$ cat config.mk
export PLATFORM = sky130hd
export DESIGN_NAME = dashcam_mem_arbiter
export DESIGN_NICKNAME = d
export VERILOG_FILES = /design/src/rtl/dashcam_arb_pkg.sv /design/src/rtl/dashcam_mem_arbiter_picker.sv /design/src/rtl/dashcam_mem_arbiter.sv
export SDC_FILE = /design/constraint.sdc
export NUM_CORES = 1
export LEC_CHECK = 0
export CORE_AREA = 10 10 138 140
export DETAILED_ROUTE_END_ITERATION = 6
export DIE_AREA = 0 0 148 150
export HOLD_SLACK_MARGIN = 0.12
export PLACE_DENSITY = 0.66
export SLEW_MARGIN = 10
export SYNTH_ARGS = -nofsm -noshare
export SYNTH_HDL_FRONTEND = slang
export SYNTH_SLANG_ARGS = --single-unit
$ cat constraint.sdc
create_clock -name clk -period 6.44 [get_ports clk]
set_clock_uncertainty 0.2 [all_clocks]
set_input_delay 1.288 -clock clk [delete_from_list [all_inputs] [get_ports clk]]
set_output_delay 1.288 -clock clk [all_outputs]
set_load 0.02 [all_outputs]
$ cat src/rtl/dashcam_arb_pkg.sv
// Shared types and constants for the dashcam frame-memory arbiter.
// Optional slave timeout is built in with DASHCAM_ARB_TIMEOUT_EN.
package dashcam_arb_pkg;

  localparam int NUM_MASTERS = 3;
  localparam int MST_DMA     = 0;
  localparam int MST_SD      = 1;
  localparam int MST_HOST    = 2;

  typedef enum logic [1:0] {
    ST_IDLE,
    ST_OWN,
    ST_RELEASE
  } arb_state_e;

  function automatic logic [1:0] oh2idx(input logic [2:0] oh);
    logic [1:0] idx;
    idx = 2'd0;
    unique case (1'b1)
      oh[1]:   idx = 2'd1;
      oh[2]:   idx = 2'd2;
      default: idx = 2'd0;
    endcase
    return idx;
  endfunction

  function automatic logic [1:0] next_ptr(input logic [1:0] idx);
    return (idx == 2'd2) ? 2'd0 : idx + 2'd1;
  endfunction

endpackage

$ cat src/rtl/dashcam_mem_arbiter_picker.sv
// Three-way round-robin picker: search starts at ptr, wraps modulo 3.
// Produces a one-hot winner, or zero when nothing requests.
module dashcam_rr_picker
  import dashcam_arb_pkg::*;
(
  input  logic [2:0] req,
  input  logic [1:0] ptr,
  output logic [2:0] win
);

  always_comb begin
    win = '0;
    case (ptr)
      2'd1: begin
        if (req[1])      win = 3'b010;
        else if (req[2]) win = 3'b100;
        else if (req[0]) win = 3'b001;
      end
      2'd2: begin
        if (req[2])      win = 3'b100;
        else if (req[0]) win = 3'b001;
        else if (req[1]) win = 3'b010;
      end
      default: begin
        if (req[0])      win = 3'b001;
        else if (req[1]) win = 3'b010;
        else if (req[2]) win = 3'b100;
      end
    endcase
  end

endmodule

$ cat src/rtl/dashcam_mem_arbiter.sv
// Wishbone 3:1 round-robin arbiter in front of the dashcam frame memory.
// Define DASHCAM_ARB_TIMEOUT_EN to add the slave-ack timeout watchdog.
module dashcam_mem_arbiter
  import dashcam_arb_pkg::*;
#(
  parameter int AW      = 32,
  parameter int DW      = 32,
  parameter int TIMEOUT = 255
) (
  input  logic          clk,
  input  logic          rst,
  input  logic [2:0]    m_cyc_i,
  input  logic [2:0]    m_stb_i,
  input  logic [2:0]    m_we_i,
  input  logic [11:0]   m_sel_i,
  input  logic [3*AW-1:0] m_adr_i,
  input  logic [3*DW-1:0] m_dat_i,
  output logic [DW-1:0] m_dat_o,
  output logic [2:0]    m_ack_o,
  output logic [2:0]    m_err_o,
  output logic          s_cyc_o,
  output logic          s_stb_o,
  output logic          s_we_o,
  output logic [3:0]    s_sel_o,
  output logic [AW-1:0] s_adr_o,
  output logic [DW-1:0] s_dat_o,
  input  logic [DW-1:0] s_dat_i,
  input  logic          s_ack_i,
  output logic [2:0]    grant_o,
  output logic          timeout_o,
  input  logic          timeout_clr_i,
  output logic [15:0]   xfer_count_o
);

  arb_state_e  state_q, state_nx;
  logic [2:0]  grant_q, grant_nx;
  logic [1:0]  own_q;
  logic [1:0]  ptr_q;
  logic [15:0] xfer_q;
  logic [2:0]  win;
  logic [1:0]  win_idx;
  logic        own;
  logic        acked;
  logic        to_fire;
  logic        take;

  dashcam_rr_picker u_picker (
    .req (m_cyc_i),
    .ptr (ptr_q),
    .win (win)
  );

  assign win_idx = oh2idx(win);
  assign own     = (state_q == ST_OWN);
  assign take    = (state_q == ST_IDLE) && (|m_cyc_i);

  always_comb begin
    s_cyc_o = 1'b0;
    s_stb_o = 1'b0;
    s_we_o  = 1'b0;
    s_sel_o = '0;
    s_adr_o = '0;
    s_dat_o = '0;
    if (own) begin
      unique case (own_q)
        2'd1: begin
          s_cyc_o = m_cyc_i[1];
          s_stb_o = m_cyc_i[1] & m_stb_i[1];
          s_we_o  = m_we_i[1];
          s_sel_o = m_sel_i[7:4];
          s_adr_o = m_adr_i[AW +: AW];
          s_dat_o = m_dat_i[DW +: DW];
        end
        2'd2: begin
          s_cyc_o = m_cyc_i[2];
          s_stb_o = m_cyc_i[2] & m_stb_i[2];
          s_we_o  = m_we_i[2];
          s_sel_o = m_sel_i[11:8];
          s_adr_o = m_adr_i[2*AW +: AW];
          s_dat_o = m_dat_i[2*DW +: DW];
        end
        default: begin
          s_cyc_o = m_cyc_i[0];
          s_stb_o = m_cyc_i[0] & m_stb_i[0];
          s_we_o  = m_we_i[0];
          s_sel_o = m_sel_i[3:0];
          s_adr_o = m_adr_i[0 +: AW];
          s_dat_o = m_dat_i[0 +: DW];
        end
      endcase
    end
  end

  // Stray acks outside an owned strobe never reach a master
  assign acked   = own & s_stb_o & s_ack_i;
  assign m_ack_o = acked ? grant_q : 3'b000;
  assign m_dat_o = s_dat_i;
  assign grant_o = grant_q;
  assign xfer_count_o = xfer_q;

  always_comb begin
    state_nx = state_q;
    grant_nx = grant_q;
    unique case (state_q)
      ST_IDLE: begin
        if (take) begin
          state_nx = ST_OWN;
          grant_nx = win;
        end
      end
      ST_OWN: begin
        if (!m_cyc_i[own_q] || to_fire) begin
          state_nx = ST_RELEASE;
          grant_nx = '0;
        end
      end
      ST_RELEASE: begin
        state_nx = ST_IDLE;
        grant_nx = '0;
      end
      default: begin
        state_nx = ST_IDLE;
        grant_nx = '0;
      end
    endcase
  end

  always_ff @(posedge clk or posedge rst) begin
    if (rst) begin
      state_q <= ST_IDLE;
      grant_q <= '0;
      own_q   <= '0;
      ptr_q   <= '0;
      xfer_q  <= '0;
    end else begin
      state_q <= state_nx;
      grant_q <= grant_nx;
      if (take) begin
        own_q <= win_idx;
        ptr_q <= next_ptr(win_idx);
      end
      if (acked) xfer_q <= xfer_q + 16'd1;
    end
  end

`ifdef DASHCAM_ARB_TIMEOUT_EN
  logic [15:0] tcnt_q;
  logic        to_q;

  // Fires on the TIMEOUT-th consecutive stalled strobe cycle
  assign to_fire = own & s_stb_o & ~s_ack_i &
                   (tcnt_q == 16'(TIMEOUT - 1));
  assign m_err_o   = to_fire ? grant_q : 3'b000;
  assign timeout_o = to_q;

  always_ff @(posedge clk or posedge rst) begin
    if (rst) begin
      tcnt_q <= '0;
      to_q   <= 1'b0;
    end else begin
      if (!own || s_ack_i || to_fire) tcnt_q <= '0;
      else if (s_stb_o)               tcnt_q <= tcnt_q + 16'd1;
      if (to_fire)            to_q <= 1'b1;
      else if (timeout_clr_i) to_q <= 1'b0;
    end
  end
`else
  logic [16:0] unused_to;

  assign to_fire   = 1'b0;
  assign m_err_o   = 3'b000;
  assign timeout_o = 1'b0;
  assign unused_to = {timeout_clr_i, 16'(TIMEOUT)};
`endif

endmodule
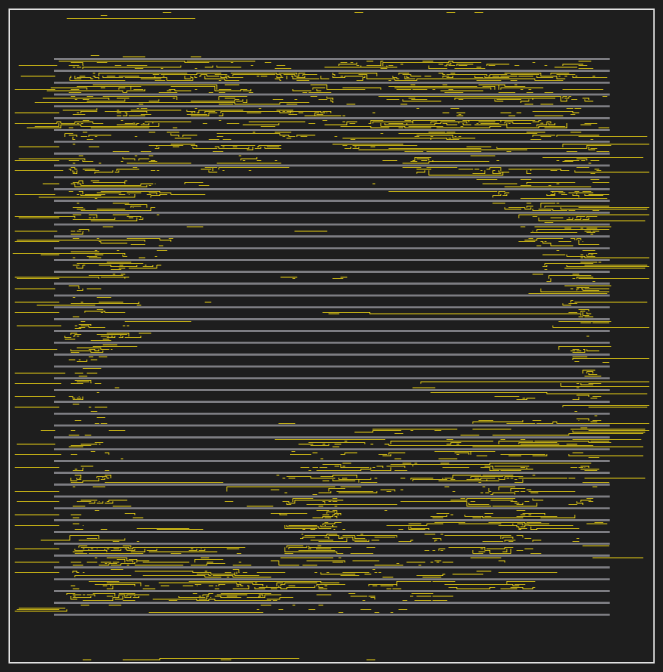
**Above:** run 1 (the metal 1 layer).
Supply wires on this layer in grey.
longest straight run	52.4 um
wire length on this layer	6870 um
via count: 4310
met1 Usage GRT: 16.5%
wirelength, routed: 17.5 mm

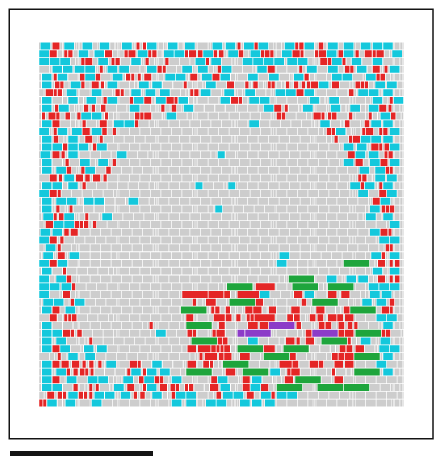
**Above:** run 1 (placement by cell class).
Bar = 50 um. Fill, decap, tap and diode cells in grey.
class	colour	cells	share of their area
all other logic	red	379	36%
clock drivers and dummy loads	purple	4	1.4%
other buffers and delay cells	cyan	312	52%
flip-flops	green	25	10%
utilization of the core after routing: 38.2%
Final Cell Area: 0.00624 sq mm
cell row count: 47
flip-flop and latch share of the layout cell area: 10.0%

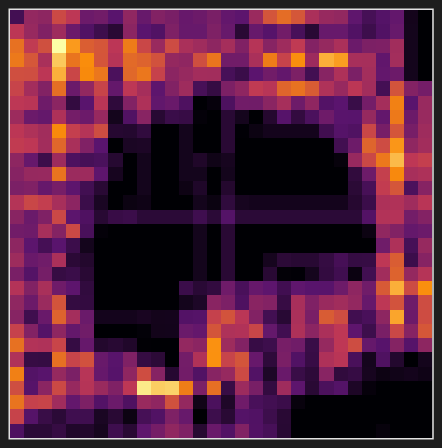
**Above:** run 1 (wire density map).
30 x 30 tiles, from black (low) to pale yellow (high), scaled to the fullest tile. Values are wire area over tile area, all layers added.
emptiest ninth of the die	centre
densest ninth of the die	upper left
fullest tile	0.50
nearly empty tiles	20%
Total GRT Usage: 14.2%
mean routed wirelength per cell: 18.6 um

==> out/highlights.md, run 1 <==
* result of the run: finished clean
* top flip-flop cell by instance count after synthesis: dfrtp_1
* Clock Tree Buf Depth: 2
* largest net degree at the start of global routing: 72
* Final nets: 975
* Seq group: 0.000230 W
* post-synth area from yosys stat: 0.00319 sq mm
* Top power group: combinational logic
* clock insertion delay at the later pin of the skew report: 0.26 ns
* initial cell density of the core: 19.5%
* reg-to-reg critical path endpoint: xfer_count_o[1]
* total gr overflow: 0
* clock sink count: 25
* clock buffer count from CTS: 3
* CP Launch Type: input pin
* class of the most critical hold timing path: reg -> reg
* main kind of combinational logic by area: AND-OR/OR-AND gates
* number of remaining DRC errors: 0
* mux cell area share after synthesis: 0.706%
* Comb power frac: 84.1%
* share of power burned in the clock network: 6.0%
* global-route wire length before repair: 25.4 mm
* Inserted Diodes: 0
* routability cong.: 0.815
* post-synthesis cell count: 479
* critical path data arrival time: 3.39 ns
* yosys stat cell total: 479
* final antenna-violating net count: 0
* synth warn: 0
* count of max-cap constraint violations: 0
* ys async rst share: 100%
* number of I/O pins: 378
* Resized cells post-CTS: 0
* Post-Route Setup TNS: 0 ns
* RSZ-0062 raised after global routing: false
* Pwr Total: 0.00234 W
* area growth from synthesis to layout: 95.5%
==> run 1: cell families after synthesis <==
| logic type | count (synthesis) |
|---|---|
| compound gates | 160 |
| xor+xnor | 15 |
| fa+ha+maj | 5 |
| buf+inv | 86 |
| flops | 25 |
| mux | 2 |
| other cells | 1 |
| simple gates | 185 |
==> run 1: layout make-up <==
cell class / instances / area [sq um]
Fill cell: 1748 / 10100
Clock inverter: 1 / 7.51
Multi-Input combinational cell: 371 / 2110
Timing Repair Buffer: 312 / 3110
Tap cell: 220 / 275
Clock buffer: 3 / 75.1
Inverter: 8 / 30.0
Sequential cell: 25 / 626
==> run 1: per-stage QoR <==
stage	utilization [%]	setup slack, ns	cell area (sq um)	cells	hold WS (ns)
finish	38.2	1.56	6240	940	0.296
global route	38.2	1.45	6240	940	0.318
detailed placement	37.7	1.55	6160	936	0.291
floorplan	-	2.94	3200	482	0.290
global placement	37.7	1.57	6160	936	0.260
CTS	38.2	1.54	6240	940	0.300
==> run 1: sequential cells by signal, summed over array words and instances (netlist names) <==
name,flops
xfer_count_o,16
grant_o,3
own_q,2
ptr_q,2
state_q,2
==> run 1: placed cells by master (no fill, tap or decap), drive strengths merged, types with 2 or more instances in the layout <==
master         instances
conb                   4
nor3                   3
nand2                  4
and4                   2
and3                   4
o21ai                  3
nand2b                 4
buf                    4
dfrtp                 25
nor2b                  2
ha                     5
xnor2                 14
a21o                   2
nand3                  4
inv                    8
a21oi                 74
nor2                 143
a22o                   2
and2                   5
a211oi                 3
a22oi                 69
nand4                 11
mux2                   2
clkdlybuf4s50        308
clkbuf                 3
==> run 1: metal layers <==
layer	track usage, %	part of all wire, %	wire length [um]	vias to the layer above
met1	16.5	39	6870	1951
met3	5.65	10	1760	22
met2	24.5	49	8650	211
met4	2.03	1.2	214	0
li1	-	-	-	2126
met5	0	0	0	-
==> run 2: changes to the inputs <==
--- a/config.mk
+++ b/config.mk
@@ -5,9 +5,9 @@
 export SDC_FILE = /design/constraint.sdc
 export NUM_CORES = 1
 export LEC_CHECK = 0
-export CORE_AREA = 10 10 138 140
+export CORE_AREA = 10 10 139 141
 export DETAILED_ROUTE_END_ITERATION = 6
-export DIE_AREA = 0 0 148 150
+export DIE_AREA = 0 0 149 151
 export HOLD_SLACK_MARGIN = 0.12
 export PLACE_DENSITY = 0.66
 export SLEW_MARGIN = 10
==> constraint.sdc (replaced) <==
create_clock -name clk -period 4.6 [get_ports clk]
set_clock_uncertainty 0.2 [all_clocks]
set_input_delay 0.92 -clock clk [delete_from_list [all_inputs] [get_ports clk]]
set_output_delay 0.92 -clock clk [all_outputs]
set_load 0.02 [all_outputs]
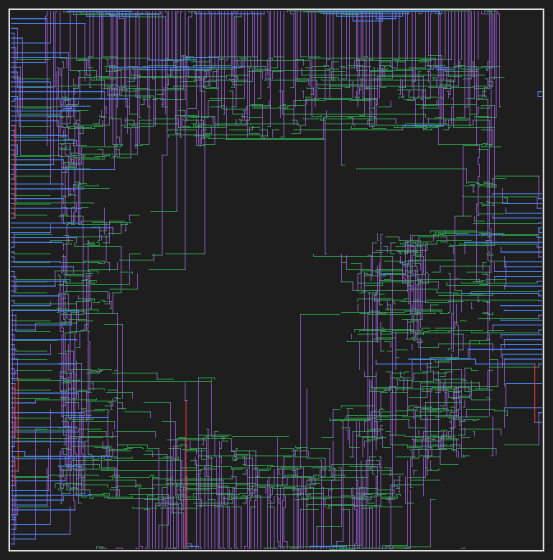
**Above:** run 2 (routed metal, one colour a layer).
layer	colour	wire length
met1	green	6490 um
met4	red	131 um
met2	purple	8700 um
met3	blue	1650 um
mean routed wirelength per cell: 18.0 um
via count: 4234

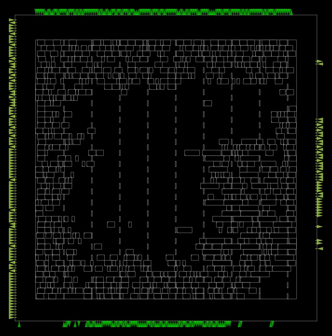
**Above:** run 2 (cell outlines without signal wires).
# Taps: 220
flip-flop and latch share of the layout cell area: 9.91%

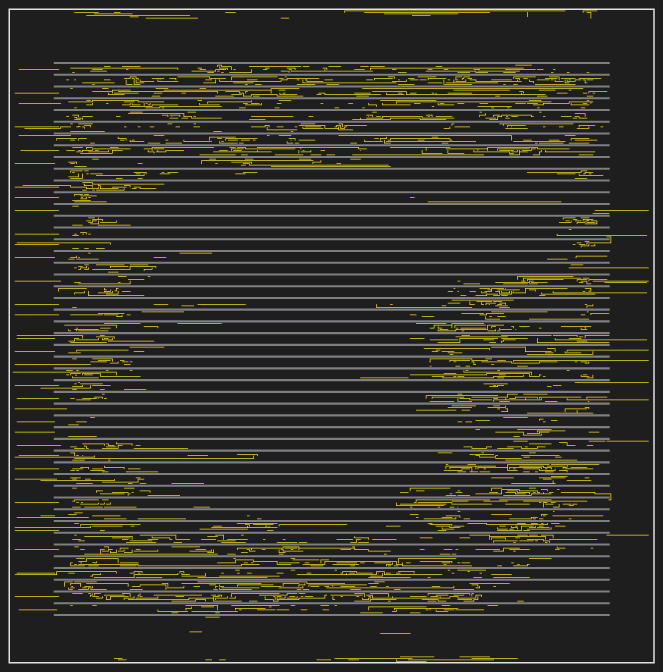
**Above:** run 2 (the metal 1 layer).
Supply wires on this layer in grey.
wirelength, routed: 17.0 mm
met1 Usage GRT: 15.3%

==> run 2 against run 1 <==
Effect of this change:
- via count shrank 1.8%
- wire length shrank 3.0%
- hold slack lost 0.025 ns
- critical endpoint is now m_ack_o[1]
- largest power group unchanged
- sequential power grew 41%
- final area grew 1.1%
==> out/highlights.md, run 2 <==
* Pwr Total: 0.00334 W
* count of filler cells inserted in the layout: 1722
* Final Cell Area: 0.00631 sq mm
* placed inst area: 0.00623 sq mm
* Layout Cells excl Fill: 943
* most frequent cells in the layout: 308 x clkdlybuf4s50_1, 142 x nor2_1, 73 x a21oi_1, 69 x a22oi_1, 25 x dfrtp_1
* worst hold slack after final layout: 0.271 ns
* CP Launch Type: input pin
* RSZ-0062 raised after global routing: false
* area used by multi-input combinational logic: 0.00211 sq mm
* number of I/O pins: 378
* result of the run: finished clean
* Seq group: 0.000325 W
* Total GRT Usage: 13.4%
* share of power burned in the clock network: 5.6%
* area growth from synthesis to layout: 97.7%
* final antenna-violating net count: 0
* setup slack after placement: 0.661 ns
* number of remaining DRC errors: 0
* ys async rst share: 100%
* Inserted Diodes: 0
* Seq. cell area: 626 sq um
* clock buffer count from CTS: 3
* critical path data arrival time: 2.83 ns
* sequential share of the synthesized area: 19.6%
* post-synthesis cell count: 479
* Post-Route Setup TNS: 0 ns
* main kind of combinational logic by area: AND-OR/OR-AND gates
* mux cell area share after synthesis: 0.706%
* top flip-flop cell by instance count after synthesis: dfrtp_1
* post-synth area from yosys stat: 0.00319 sq mm
* placed cell count: 939
* Resized cells post-CTS: 0
* initial cell density of the core: 19.4%
* count of max-cap constraint violations: 0
* Comb power frac: 84.6%
* cell row count: 47
* Clock Tree Buf Depth: 2
* routability cong.: 0.771
* Final nets: 978
* most common cell after layout, fill and taps aside: clkdlybuf4s50_1
* utilization of the core after routing: 38.3%
* clock sink count: 25
* synth warn: 0
* global-route wire length before repair: 24.6 mm
* largest net degree at the start of global routing: 67
* total gr overflow: 0
* yosys stat cell total: 479
[run 2: netlist changes by cell type in the layout (fill, tap and decap cells not counted)]
cell	delta
clkinv_2	+1
clkinvlp_4	-1
buf_4	-1
buf_12	+4
[run 2: path summary, 6_finish.rpt]
kind | from | endpoint | slack (ns)
setup / recovery | m_cyc_i[2] | m_ack_o[1] | 0.65
hold / removal | xfer_count_o[15] | xfer_count_o[15] | 0.27
setup reg to reg | own_q[1] | xfer_count_o[1] | 2.16
hold reg to reg | xfer_count_o[15] | xfer_count_o[15] | 0.27
max in group asynchronous | rst | ptr_q[1] | 2.61
min in group asynchronous | rst | xfer_count_o[13] | 0.99
[run 2: final cells by class]
cell class | instances | area share, %
clock buffers | 3 | 1.19
clock inverters | 1 | 0.0793
inverters | 8 | 0.476
multi-input cells | 371 | 33.5
flip-flops and latches | 25 | 9.91
well taps | 220 | 4.36
repair buffers | 315 | 50.5
[run 2: per-layer routing]
metal  global-route usage [%]  share of wire [%]  vias to the layer above
met5                        0                  0                        -
met3                     5.07                9.7                       12
met2                     24.1                 51                      193
met1                     15.3                 38                     1892
li1                         -                  -                     2137
met4                     1.28               0.77                        0
[run 2: cell families (layout without fill, tap and decap cells)]
| logic type | count (synthesis) | in the layout |
|---|---|---|
| DFF | 25 | 25 |
| AOI/OAI and AO/OA | 160 | 160 |
| other | 1 | 4 |
| and+or+nand+nor | 185 | 185 |
| buffers and inverters | 86 | 327 |
| adders and majority gates | 5 | 5 |
| muxes | 2 | 2 |
| xor gates and xnor gates | 15 | 15 |
==> run 3: changes to the inputs <==
--- a/config.mk
+++ b/config.mk
@@ -13,4 +13,5 @@
 export SLEW_MARGIN = 10
 export SYNTH_ARGS = -nofsm -noshare
 export SYNTH_HDL_FRONTEND = slang
+export SYNTH_HIERARCHICAL = 1
 export SYNTH_SLANG_ARGS = --single-unit
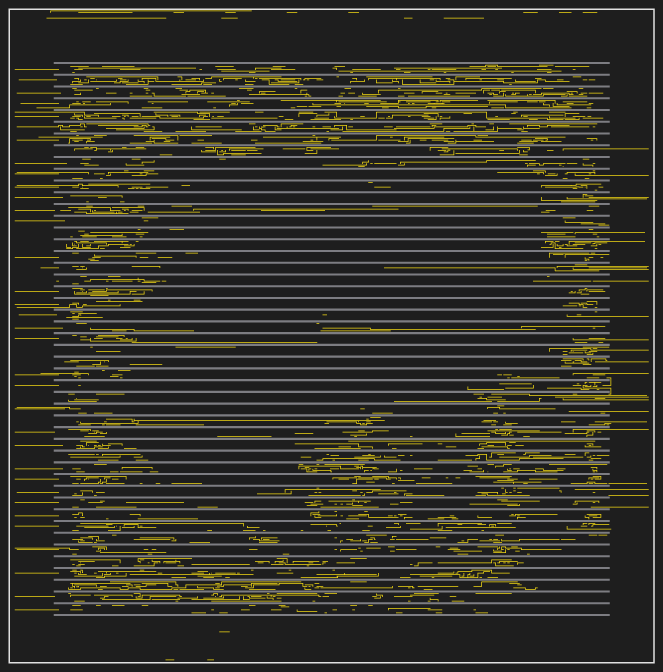
**Above:** run 3 (the metal 1 layer).
Supply wires on this layer in grey.
longest straight run	58.0 um
main direction	horizontal
wire length on this layer	6740 um
met1 Usage GRT: 15.7%
wirelength, routed: 17.6 mm
via count: 4348

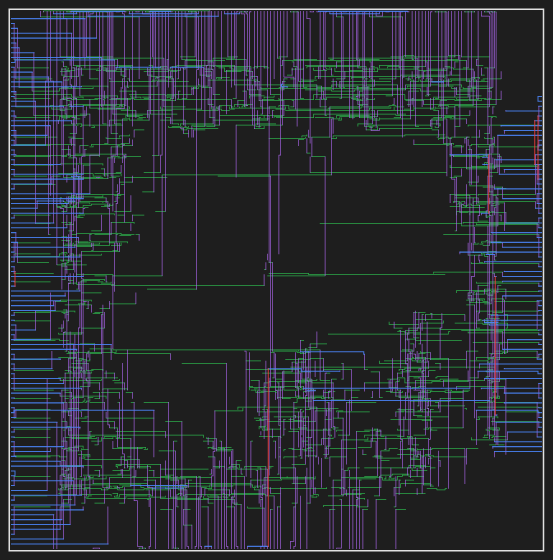
**Above:** run 3 (routed metal, one colour a layer).
layer	colour	wire length
met2	purple	8740 um
met4	red	139 um
met3	blue	1960 um
met1	green	6740 um
Total GRT Usage: 13.9%
mean routed wirelength per cell: 18.4 um

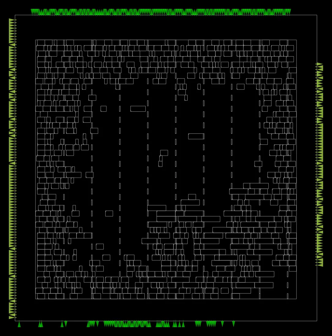
**Above:** run 3 (cell outlines without signal wires).
count of filler cells inserted in the layout: 1743
Layout Cells excl Fill: 953
area of the core: 0.0165 sq mm
flip-flop and latch share of the layout cell area: 9.84%

==> run 3 against run 2 <==
Effect of this change:
- critical endpoint is now s_stb_o
- wire length is 3.5% higher
- global-route usage is 0.45 points higher
- critical path type unchanged
- area after synthesis is 0.35% higher
- hold slack better by 0.0057 ns
- die size stayed put
- via count is 2.7% higher
- register-to-register slack worse by 0.12 ns
==> out/highlights.md, run 3 <==
* post-synth area from yosys stat: 0.00320 sq mm
* total gr overflow: 0
* CP Launch Type: input pin
* multi-input combinational area share: 33.4%
* Clock Network Area Fraction: 1.30%
* share of power burned in the clock network: 6.1%
* sequential share of the synthesized area: 19.5%
* top cell category: buffers
* result of the run: finished clean
* layout buffer count excluding clock buffers: 319
* synth warn: 6
* initial cell density of the core: 19.5%
* mux cell area share after synthesis: 1.37%
* most common cell after layout, fill and taps aside: clkdlybuf4s50_1
* class of the most critical hold timing path: reg -> reg
* Data buffer area share: 50.6%
* Final nets: 990
* critical path data arrival time: 2.81 ns
* post-synthesis cell count: 486
* number of remaining DRC errors: 0
* area growth from synthesis to layout: 98.6%
* most frequent cells in the layout: 308 x clkdlybuf4s50_1, 143 x nor2_1, 71 x a21oi_1, 69 x a22oi_1, 25 x dfrtp_1
* largest net degree at the start of global routing: 85
* cell row count: 47
* Comb power frac: 84.1%
* clock insertion delay at the later pin of the skew report: 0.26 ns
* area used by multi-input combinational logic: 0.00213 sq mm
* max reg flops: 16
* clock sink count: 25
* launching element of the worst setup path: m_cyc_i[1]
* endpoint of the worst setup timing path: s_stb_o
* global-route wire length before repair: 24.9 mm
* Clock Tree Buf Depth: 2
* Resized cells post-CTS: 0
* inverter tally of the final layout excluding the clock network: 9
* Layout clock buffers: 3
* number of I/O pins: 378
* RSZ-0062 raised after global routing: false
* # Taps: 220
* count of max-cap constraint violations: 0
* yosys stat cell total: 486
* comb_multi_in: 376
* final antenna-violating net count: 0
* top flip-flop cell by instance count after synthesis: dfrtp_1
* reg-to-reg critical path endpoint: xfer_count_o[1]
[run 3: netlist changes by cell type after synthesis, sizes merged, moves of 3 or more]
cell and delta:
buf +7, clkbuf -6, nand2 +5, a211oi -3, a21oi -3, and3 +3, nand2b -3, nand3 +3
nor3b +3
[run 3: how the worst min path moves through the flow]
stage	startpoint	to	slack [ns]	cells after the start
after floorplan	ptr_q[0]	ptr_q[0]	0.32	1
after global placement	xfer_count_o[15]	xfer_count_o[15]	0.26	1
after detailed placement	xfer_count_o[15]	xfer_count_o[15]	0.27	1
after CTS	xfer_count_o[15]	xfer_count_o[15]	0.28	1
after global routing	xfer_count_o[15]	xfer_count_o[15]	0.30	1
final	xfer_count_o[15]	xfer_count_o[15]	0.28	1
[run 3: routing by layer]
| metal | vias to the layer above | track usage, % | share of wire, % | routed length, um |
|---|---|---|---|---|
| met2 | 229 | 24.3 | 50 | 8740 |
| met1 | 1956 | 15.7 | 38 | 6740 |
| met4 | 0 | 2.01 | 0.79 | 138 |
| met3 | 12 | 5.85 | 11 | 1960 |
| li1 | 2151 | - | - | - |
| met5 | - | 0 | 0 | 0 |
[run 3: stage by stage]
step / cell area [sq um] / cells / utilization, %
2_1_floorplan: 3210 / 489 / -
3_3_place_gp: 6280 / 949 / 38.1
3_5_place_dp: 6280 / 949 / 38.1
4_1_cts: 6360 / 953 / 38.6
5_1_grt: 6360 / 953 / 38.6
6_report: 6360 / 953 / 38.6
[run 3: critical path, cell delays in order]
cell and delay [ns]:
clkdlybuf4s50_1 0.63, nand4b_4 0.14, a31oi_4 0.23, buf_4 0.25
clkdlybuf4s50_1 0.64
No activity file was given, so power comes from the tool's default toggle rates.
